--- config.mk ---
export PLATFORM = sky130hd
export DESIGN_NAME = detect_read_sequencer
export DESIGN_NICKNAME = d
export VERILOG_FILES = /design/src/rtl/detect_pkg.sv /design/src/rtl/detect_pos_counter.sv /design/src/rtl/detect_read_sequencer.sv
export SDC_FILE = /design/constraint.sdc
export NUM_CORES = 1
export LEC_CHECK = 0
export CORE_ASPECT_RATIO = 1.1
export CORE_MARGIN = 2
export CORE_UTILIZATION = 43
export DETAILED_ROUTE_END_ITERATION = 7
export PLACE_DENSITY = 0.86
export SYNTH_ARGS = -nofsm -noshare
export SYNTH_HDL_FRONTEND = slang
export SYNTH_SLANG_ARGS = --single-unit
--- constraint.sdc ---
create_clock -name clk -period 2.7 [get_ports clk]
set_clock_uncertainty 0.15 [all_clocks]
set_input_delay 0.405 -clock clk [delete_from_list [all_inputs] [get_ports clk]]
set_output_delay 0.405 -clock clk [all_outputs]
set_load 0.01 [all_outputs]
--- src/rtl/detect_pkg.sv ---
// Shared detection constants: datapath word width, default period count and phase encoding.
package detect_pkg;

  localparam int DETECT_DATA_W     = 128;
  localparam int DETECT_PERIOD_NUM = 21;

  typedef logic [1:0] phase_t;

  localparam phase_t PH_BG   = 2'd0;
  localparam phase_t PH_INIT = 2'd1;
  localparam phase_t PH_RUN  = 2'd2;

  typedef enum logic {
    ST_IDLE = 1'b0,
    ST_READ = 1'b1
  } rd_state_e;

endpackage

--- src/rtl/detect_pos_counter.sv ---
// Period/line/phase position counters with deferred restart; advance on each accepted beat.
// DETECT_SEQ_DEBUG_EN exposes the live period and line counters.
module detect_pos_counter
  import detect_pkg::*;
#(
  parameter int PERIOD_NUM = DETECT_PERIOD_NUM,
  parameter int BG_LINES   = 8,
  parameter int INIT_LINES = 8
) (
  input  logic        clk,
  input  logic        reset,
  input  logic        advance,
  input  logic        restart,
  input  logic        beat_held,
`ifdef DETECT_SEQ_DEBUG_EN
  output logic [7:0]  period,
  output logic [15:0] line,
`endif
  output logic [7:0]  period_nx,
  output logic [15:0] line_nx,
  output phase_t      phase_nx,
  output logic        bg_done,
  output logic        init_done
);

  localparam logic [7:0]  LAST_PERIOD = 8'(PERIOD_NUM - 1);
  localparam logic [15:0] LAST_BG     = 16'(BG_LINES - 1);
  localparam logic [15:0] LAST_INIT   = 16'(INIT_LINES - 1);

`ifndef DETECT_SEQ_DEBUG_EN
  logic [7:0]  period;
  logic [15:0] line;
`endif
  phase_t phase;
  logic   restart_pend;
  logic   pend_nx;
  logic   bg_done_nx;
  logic   init_done_nx;

  // NOTE: every always_comb output is given a default first so no path can infer a latch.
  always_comb begin
    period_nx    = period;
    line_nx      = line;
    phase_nx     = phase;
    pend_nx      = restart_pend | restart;
    bg_done_nx   = 1'b0;
    init_done_nx = 1'b0;
    if (advance) begin
      if (period == LAST_PERIOD) begin
        period_nx = '0;
        if (pend_nx) begin
          // A pending restart replaces the normal line/phase step and suppresses done pulses.
          phase_nx = PH_BG;
          line_nx  = '0;
          pend_nx  = 1'b0;
        end else begin
          case (phase)
            PH_BG: begin
              if (line == LAST_BG) begin
                phase_nx   = PH_INIT;
                line_nx    = '0;
                bg_done_nx = 1'b1;
              end else begin
                line_nx = line + 16'd1;
              end
            end
            PH_INIT: begin
              if (line == LAST_INIT) begin
                phase_nx     = PH_RUN;
                line_nx      = '0;
                init_done_nx = 1'b1;
              end else begin
                line_nx = line + 16'd1;
              end
            end
            default: line_nx = line + 16'd1;
          endcase
        end
      end else begin
        period_nx = period + 8'd1;
      end
    end else if (restart && (period == 8'd0) && !beat_held) begin
      // Already on a line boundary: restart applies immediately.
      phase_nx = PH_BG;
      line_nx  = '0;
      pend_nx  = 1'b0;
    end
  end

  // NOTE: sequential state uses non-blocking assignments so every register samples pre-edge values.
  always_ff @(posedge clk) begin
    if (reset) begin
      period       <= '0;
      line         <= '0;
      phase        <= PH_BG;
      restart_pend <= 1'b0;
      bg_done      <= 1'b0;
      init_done    <= 1'b0;
    end else begin
      period       <= period_nx;
      line         <= line_nx;
      phase        <= phase_nx;
      restart_pend <= pend_nx;
      bg_done      <= bg_done_nx;
      init_done    <= init_done_nx;
    end
  end

endmodule

--- src/rtl/detect_read_sequencer.sv ---
// Reads period words from the line FIFO one at a time and presents them tagged with period/line/phase.
// Optional debug ports are enabled with DETECT_SEQ_DEBUG_EN.
module detect_read_sequencer
  import detect_pkg::*;
#(
  parameter int PERIOD_NUM = DETECT_PERIOD_NUM,
  parameter int BG_LINES   = 8,
  parameter int INIT_LINES = 8
) (
  input  logic                     clk,
  input  logic                     reset,
  input  logic                     enable,
  input  logic                     restart,
  input  logic [DETECT_DATA_W-1:0] rddata,
  input  logic                     rdempty,
  output logic                     rdfifo,
  output logic                     out_valid,
  input  logic                     out_ready,
  output logic [DETECT_DATA_W-1:0] out_data,
  output logic [7:0]               out_period,
  output logic [15:0]              out_line,
  output logic [1:0]               out_phase,
  output logic                     out_sol,
  output logic                     out_eol,
  output logic                     bg_done,
`ifdef DETECT_SEQ_DEBUG_EN
  output logic                     init_done,
  output logic [0:0]               dbg_state,
  output logic [7:0]               dbg_period,
  output logic [15:0]              dbg_line,
  output logic [31:0]              dbg_rd_count
`else
  output logic                     init_done
`endif
);

  localparam logic [7:0] LAST_PERIOD = 8'(PERIOD_NUM - 1);

  rd_state_e   state;
  rd_state_e   state_nx;
  logic        accept;
  logic        load;
  logic [7:0]  period_nx;
  logic [15:0] line_nx;
  phase_t      phase_nx;

  assign accept = out_valid && out_ready;
  assign load   = (state == ST_READ);

  always_comb begin
    state_nx = state;
    rdfifo   = 1'b0;
    case (state)
      ST_IDLE: begin
        // Gated by reset so no FIFO word is popped while the block is being cleared.
        if (!reset && enable && !rdempty && (!out_valid || out_ready)) begin
          rdfifo   = 1'b1;
          state_nx = ST_READ;
        end
      end
      default: state_nx = ST_IDLE;
    endcase
  end

  always_ff @(posedge clk) begin
    if (reset) begin
      state      <= ST_IDLE;
      out_valid  <= 1'b0;
      out_data   <= '0;
      out_period <= '0;
      out_line   <= '0;
      out_phase  <= PH_BG;
      out_sol    <= 1'b0;
      out_eol    <= 1'b0;
    end else begin
      state <= state_nx;
      if (load) begin
        // Tags come from the post-accept counter values so a same-cycle accept is accounted for.
        out_valid  <= 1'b1;
        out_data   <= rddata;
        out_period <= period_nx;
        out_line   <= line_nx;
        out_phase  <= phase_nx;
        out_sol    <= (period_nx == 8'd0);
        out_eol    <= (period_nx == LAST_PERIOD);
      end else if (accept) begin
        out_valid <= 1'b0;
      end
    end
  end

  detect_pos_counter #(
    .PERIOD_NUM (PERIOD_NUM),
    .BG_LINES   (BG_LINES),
    .INIT_LINES (INIT_LINES)
  ) u_pos (
    .clk       (clk),
    .reset     (reset),
    .advance   (accept),
    .restart   (restart),
    .beat_held (out_valid),
`ifdef DETECT_SEQ_DEBUG_EN
    .period    (dbg_period),
    .line      (dbg_line),
`endif
    .period_nx (period_nx),
    .line_nx   (line_nx),
    .phase_nx  (phase_nx),
    .bg_done   (bg_done),
    .init_done (init_done)
  );

`ifdef DETECT_SEQ_DEBUG_EN
  logic [31:0] rd_count;

  always_ff @(posedge clk) begin
    if (reset) begin
      rd_count <= '0;
    end else if (rdfifo) begin
      rd_count <= rd_count + 32'd1;
    end
  end

  assign dbg_state    = (state == ST_READ);
  assign dbg_rd_count = rd_count;
`endif

endmodule

==> reports/results.tsv, run 1 <==
stage	metric	value	unit
yosys	yosysCellCount	748	
cells_and_area	flop_area	3750	sq um
critical_path	critPathCaptureType	output pin	
cells_and_area	layout_top_cells	clkdlybuf4s50_1, dfxtp_1, nor2_1, mux2i_1, nand2_1	
yosys	synth-edff-count	0	
timing	finalCriticalPeriod	2.50	ns
global_routing	met3_usage	7.33	%
timing	hold_slack	0.169	ns
hold_path	min_path_type	input port to flop	
timing	worst_pin_slew	0.881	ns
hold_path	min_to	out_sol$_SDFFE_PP0P_	
run	drv_cap	0	
hold_path	hp-start	reset	
cts	cts-root-buf	clkbuf_16	
critical_path	r2r_cells	5	
critical_path	reg2reg_to	out_line[15]$_SDFFE_PP0P_	
timing	finalSetupViolations	0	
power	p_int	4.51	mW
critical_path	arrival	1.94	ns
yosys	ys_async_sr_fraction	0	%
timing	final.setup.tns	0	ns
timing	rsz0062_at_grt	false	
routing	routed_via_density	5.20	
place	dp_hpwl	14.9	mm
place	dp.cells	1216	
run_status	outcome	finished clean	
floorplan	dieArea	17900	sq um
global_routing	antenna_found_initial	0	
cells_and_area	syn_to_final_growth	51.5	%
routing	drcViolationCount	0	
cts	cts_tree	done	
cts	cts_num_sinks	187	
cts	cts_buffer_depth	2	
timing	drv_slew	0	
yosys	ys_sh_adder	0.518	%
routing	drt-total-wl	21.0	mm
cells_and_area	logic_area	3270	sq um
cells_and_area	stdcell_count	1248	
power	ir_drop	0.410	mV
place	placed_cell_area	10400	sq um
place	place.gp.congestion	0.978	
global_routing	overflow	0	
global_routing	grt_pass1_vias	6573	
power	pg_seq	2.88	mW
timing	max_freq	400	MHz
yosys	synth_top_flop_cell	dfxtp_1	
yosys	ys_sh_mux	18.3	%
cells_and_area	final_nets	1168	
timing	setup_ws	0.203	ns
cts	worstSkewPairLatency	0.43	ns
routing	routed.top_layer	met4	
yosys	synth.logic.top_family	multiplexers	
critical_path	cp_max_fo	4	
power	swShare	23.7	%
place	io_buffers	293	
floorplan	num_rows	49	
cells_and_area	final_layout_top_logic_cell	clkdlybuf4s50_1	
timing	finalCritPeriodShare	92.5	%
yosys	yosys.area.top_type	dfxtp_1	
-- run 1: state kept, by name, summed over array words and instances (netlist names) --
name / flops
out_line: 16
out_phase: 2
u_pos.restart_pend: 1
u_pos.phase: 2
out_valid: 1
out_sol: 1
out_period: 8
load: 1
out_data: 128
u_pos.bg_done: 1
out_eol: 1
u_pos.line: 16
u_pos.period: 8
u_pos.init_done: 1
-- run 1: critical path, stage by stage (launching register included) --
cell             delay (ns)
dfxtp_4                0.36
nor2_1                 0.24
nor4bb_1               0.31
clkdlybuf4s50_1        0.61
-- run 1: cell type report --
cell class	count	area share, %
Timing Repair Buffer	314	28.4
Inverter	9	0.308
Multi-Input combinational cell	502	29.8
Sequential cell	187	34.1
Clock buffer	18	3.91
Tap cell	204	2.33
Clock inverter	14	1.11
Figure 1. Floorplan with the power grid (run 1).
Pins as bars on the die edge.
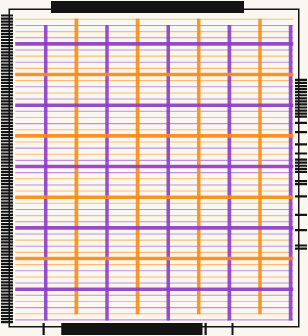
net	color
VDD	orange
VSS	purple
met4 straps	9
met5 straps	9
met1 rails	50
rows	49
signal pins	294

Figure 2. Cells colored by class (run 1).
Scale bar: 50 um.
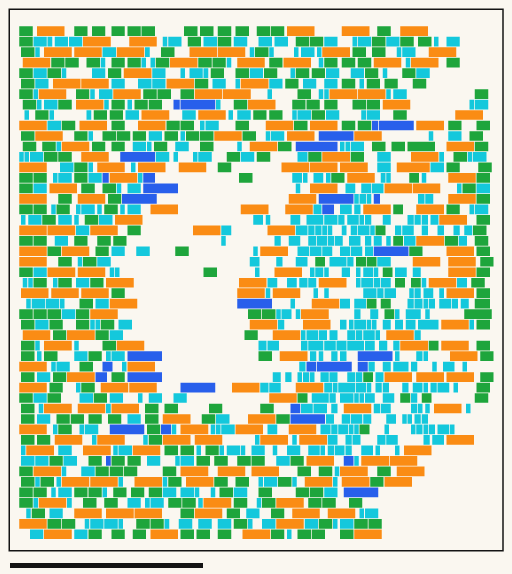
class	color	cells
remaining buffers and delay cells	green	314
registers	orange	187
clock drivers and dummy loads	blue	32
remaining logic cells	cyan	511
Final Util: 66.8%
Placeable Area: 16,400 sq um

Figure 3. Clock network drawn from the DEF (run 1).
Scale bar: 50 um.
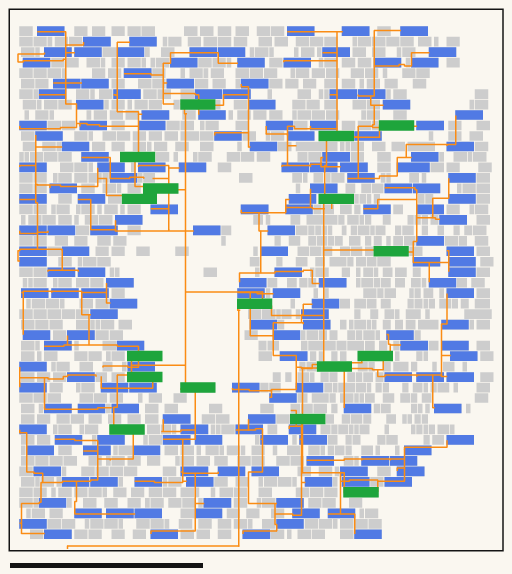
[clock-net drivers] green | count: 17
[clock wires] orange | length: 2,150 um
[flip-flops] blue | count: 187
flops lie	spread over the die
Clock Power Share: 39.9%
Clock group: 2.35 mW

Figure 4. Routed metal, one color a layer (run 1).
Two of the layers only.
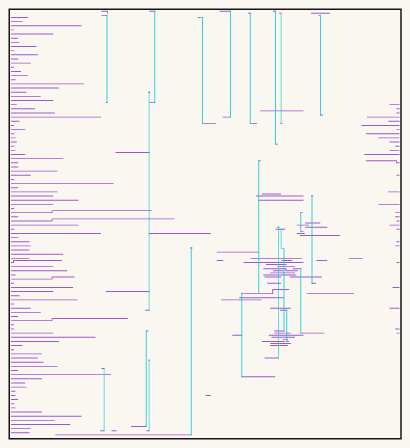
layer	color	wire length
M3	purple	1,580 um
M4	cyan	698 um
Tot GR Track Use: 23.5%
DR vias: 6,485
WL/cell: 16.8 um

==> run 2: changes to the inputs <==
--- a/config.mk
+++ b/config.mk
@@ -5,11 +5,12 @@
 export SDC_FILE = /design/constraint.sdc
 export NUM_CORES = 1
 export LEC_CHECK = 0
+export ABC_AREA = 1
 export CORE_ASPECT_RATIO = 1.1
 export CORE_MARGIN = 2
-export CORE_UTILIZATION = 43
+export CORE_UTILIZATION = 44
 export DETAILED_ROUTE_END_ITERATION = 7
-export PLACE_DENSITY = 0.86
+export PLACE_DENSITY = 0.87
 export SYNTH_ARGS = -nofsm -noshare
 export SYNTH_HDL_FRONTEND = slang
 export SYNTH_SLANG_ARGS = --single-unit
==> reports/results.tsv, run 2 <==
stage	metric	value	unit
run_status	outcome	finished clean	
critical_path	arrival	1.91	ns
critical_path	cpLargestDelayFamily	buffers and inverters	
floorplan	num_rows	49	
power	pwr-share-clk	41.6	%
timing	final.setup.tns	0	ns
yosys	yosys.area.top_type	dfxtp_1	
cells_and_area	flop_area	3750	sq um
timing	finalCritPeriodShare	91.3	%
yosys	ys_sh_adder	0.506	%
timing	setup_ws	0.234	ns
floorplan	dieArea	17900	sq um
timing	hold_slack	0.329	ns
critical_path	cp_max_fo	5	
yosys	ys_async_sr_fraction	0	%
power	p_int	4.90	mW
cells_and_area	layout_top_cells	nor2_1, clkdlybuf4s50_1, dfxtp_1, o21ai_0, nand2_1	
timing	finalCriticalPeriod	2.47	ns
cts	cts_buffer_depth	2	
power	pwr.group.clock	2.66	mW
power	swShare	23.4	%
routing	vias	7729	
yosys	yosysCellCount	1018	
global_routing	grt_pass1_vias	7640	
yosys	synth_top_flop_cell	dfxtp_1	
routing	wl_per_cell	15.7	um
timing	worst_pin_slew	0.731	ns
critical_path	crit_chain	clkdlybuf4s50_1 > inv_1 > nand2_1 > nand2_1 > nor3_1 > clkdlybuf4s50_1	
cells_and_area	reg.largest.list	out_data x128, out_line x16, u_pos.line x16	
yosys	synth.logic.top_family	simple AND/OR/NAND/NOR gates	
cts	cts_num_sinks	187	
global_routing	grtUsageTotal	26.2	%
timing	finalSetupViolations	0	
cts	worstSkewPairLatency	0.43	ns
critical_path	path_depth	6	
critical_path	r2r_cells	12	
routing	routed.top_layer	met4	
critical_path	reg2reg_to	out_line[6]$_SDFFE_PP0P_	
cts	cts_tree	done	
cells_and_area	logic_area	3170	sq um
cells_and_area	top_register	out_data	
place	dp_hpwl	15.9	mm
routing	drt-total-wl	23.4	mm
global_routing	antenna_found_initial	0	
critical_path	critPathMaxStageDelay	0.57	ns
cells_and_area	syn_to_final_growth	49.3	%
cells_and_area	final_nets	1415	
critical_path	critPathCaptureType	output pin	
routing	routed_via_density	5.17	
yosys	synth-edff-count	0	
hold_path	min_to	out_eol$_SDFFE_PP0P_	
yosys	ys_sh_mux	0	%
critical_path	crit_path_top_delay_cell	clkdlybuf4s50_1	
hold_path	min_path_type	flop to flop	
hold_path	hp-start	out_eol$_SDFFE_PP0P_	
routing	drcViolationCount	0	
power	pg_seq	2.94	mW
critical_path	crit_buf_inv	3	
run	drv_cap	0	
cells_and_area	final_layout_top_logic_cell	nor2_1	
cts	cts-root-buf	clkbuf_16	
place	io_buffers	293	
floorplan	core_area	16400	sq um
run 2: metrics by stage:
stage | utilization [%] | power [mW] | instances | instance area [sq um]
finish | 67.4 | 6.40 | 1495 | 11100
global route | 67.4 | 6.63 | 1495 | 11100
CTS | 67.4 | 6.44 | 1495 | 11100
detailed placement | 63.6 | 3.79 | 1463 | 10400
global placement | 63.6 | 3.77 | 1463 | 10400
floorplan | - | 3.28 | 1018 | 7420
run 2: layout make-up:
class                           count  share of cell area (%)
Tap cell                          204                    2.30
Clock buffer                       21                    4.35
Inverter                           60                    2.08
Clock inverter                     11                    1.37
Sequential cell                   187                    33.8
Timing Repair Buffer              302                    27.4
Multi-Input combinational cell    710                    28.6
Figure 5. Routed metal, one color a layer (run 2).
Two of the layers only.
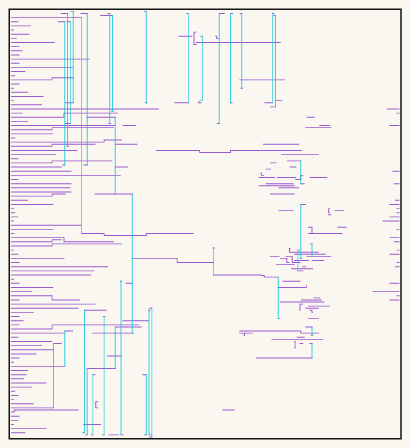
layer	color	wire length
M3	purple	1,950 um
M4	cyan	1,030 um

Figure 6. Floorplan with the power grid (run 2).
Pins as bars on the die edge.
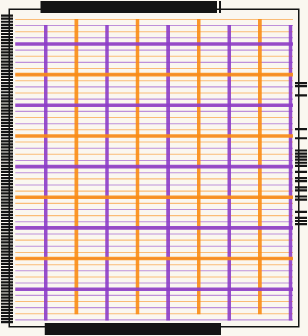
net	color
VSS	purple
VDD	orange
rows	49
met1 rails	50
signal pins	294
VDD IR max: 0.391 mV
Die H: 140 um
Die W: 128 um

Figure 7. Clock network drawn from the DEF (run 2).
Scale bar: 50 um.
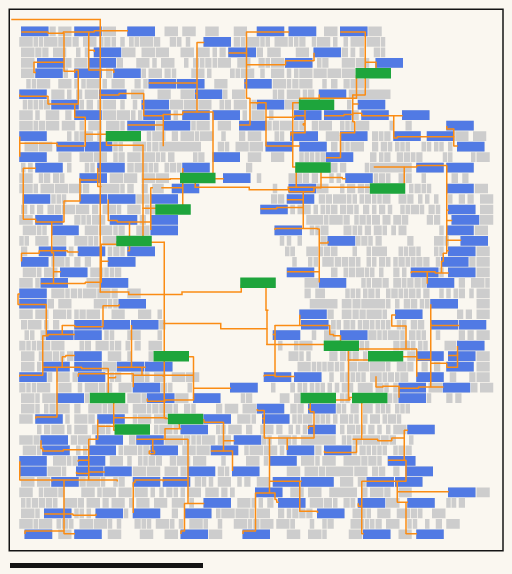
[clock-net drivers] green | count: 17
[flip-flops] blue | count: 187
[clock wires] orange | length: 2,150 um
flops lie	spread over the die
routed clock nets	18

Power is estimated from default activity; no workload was simulated.
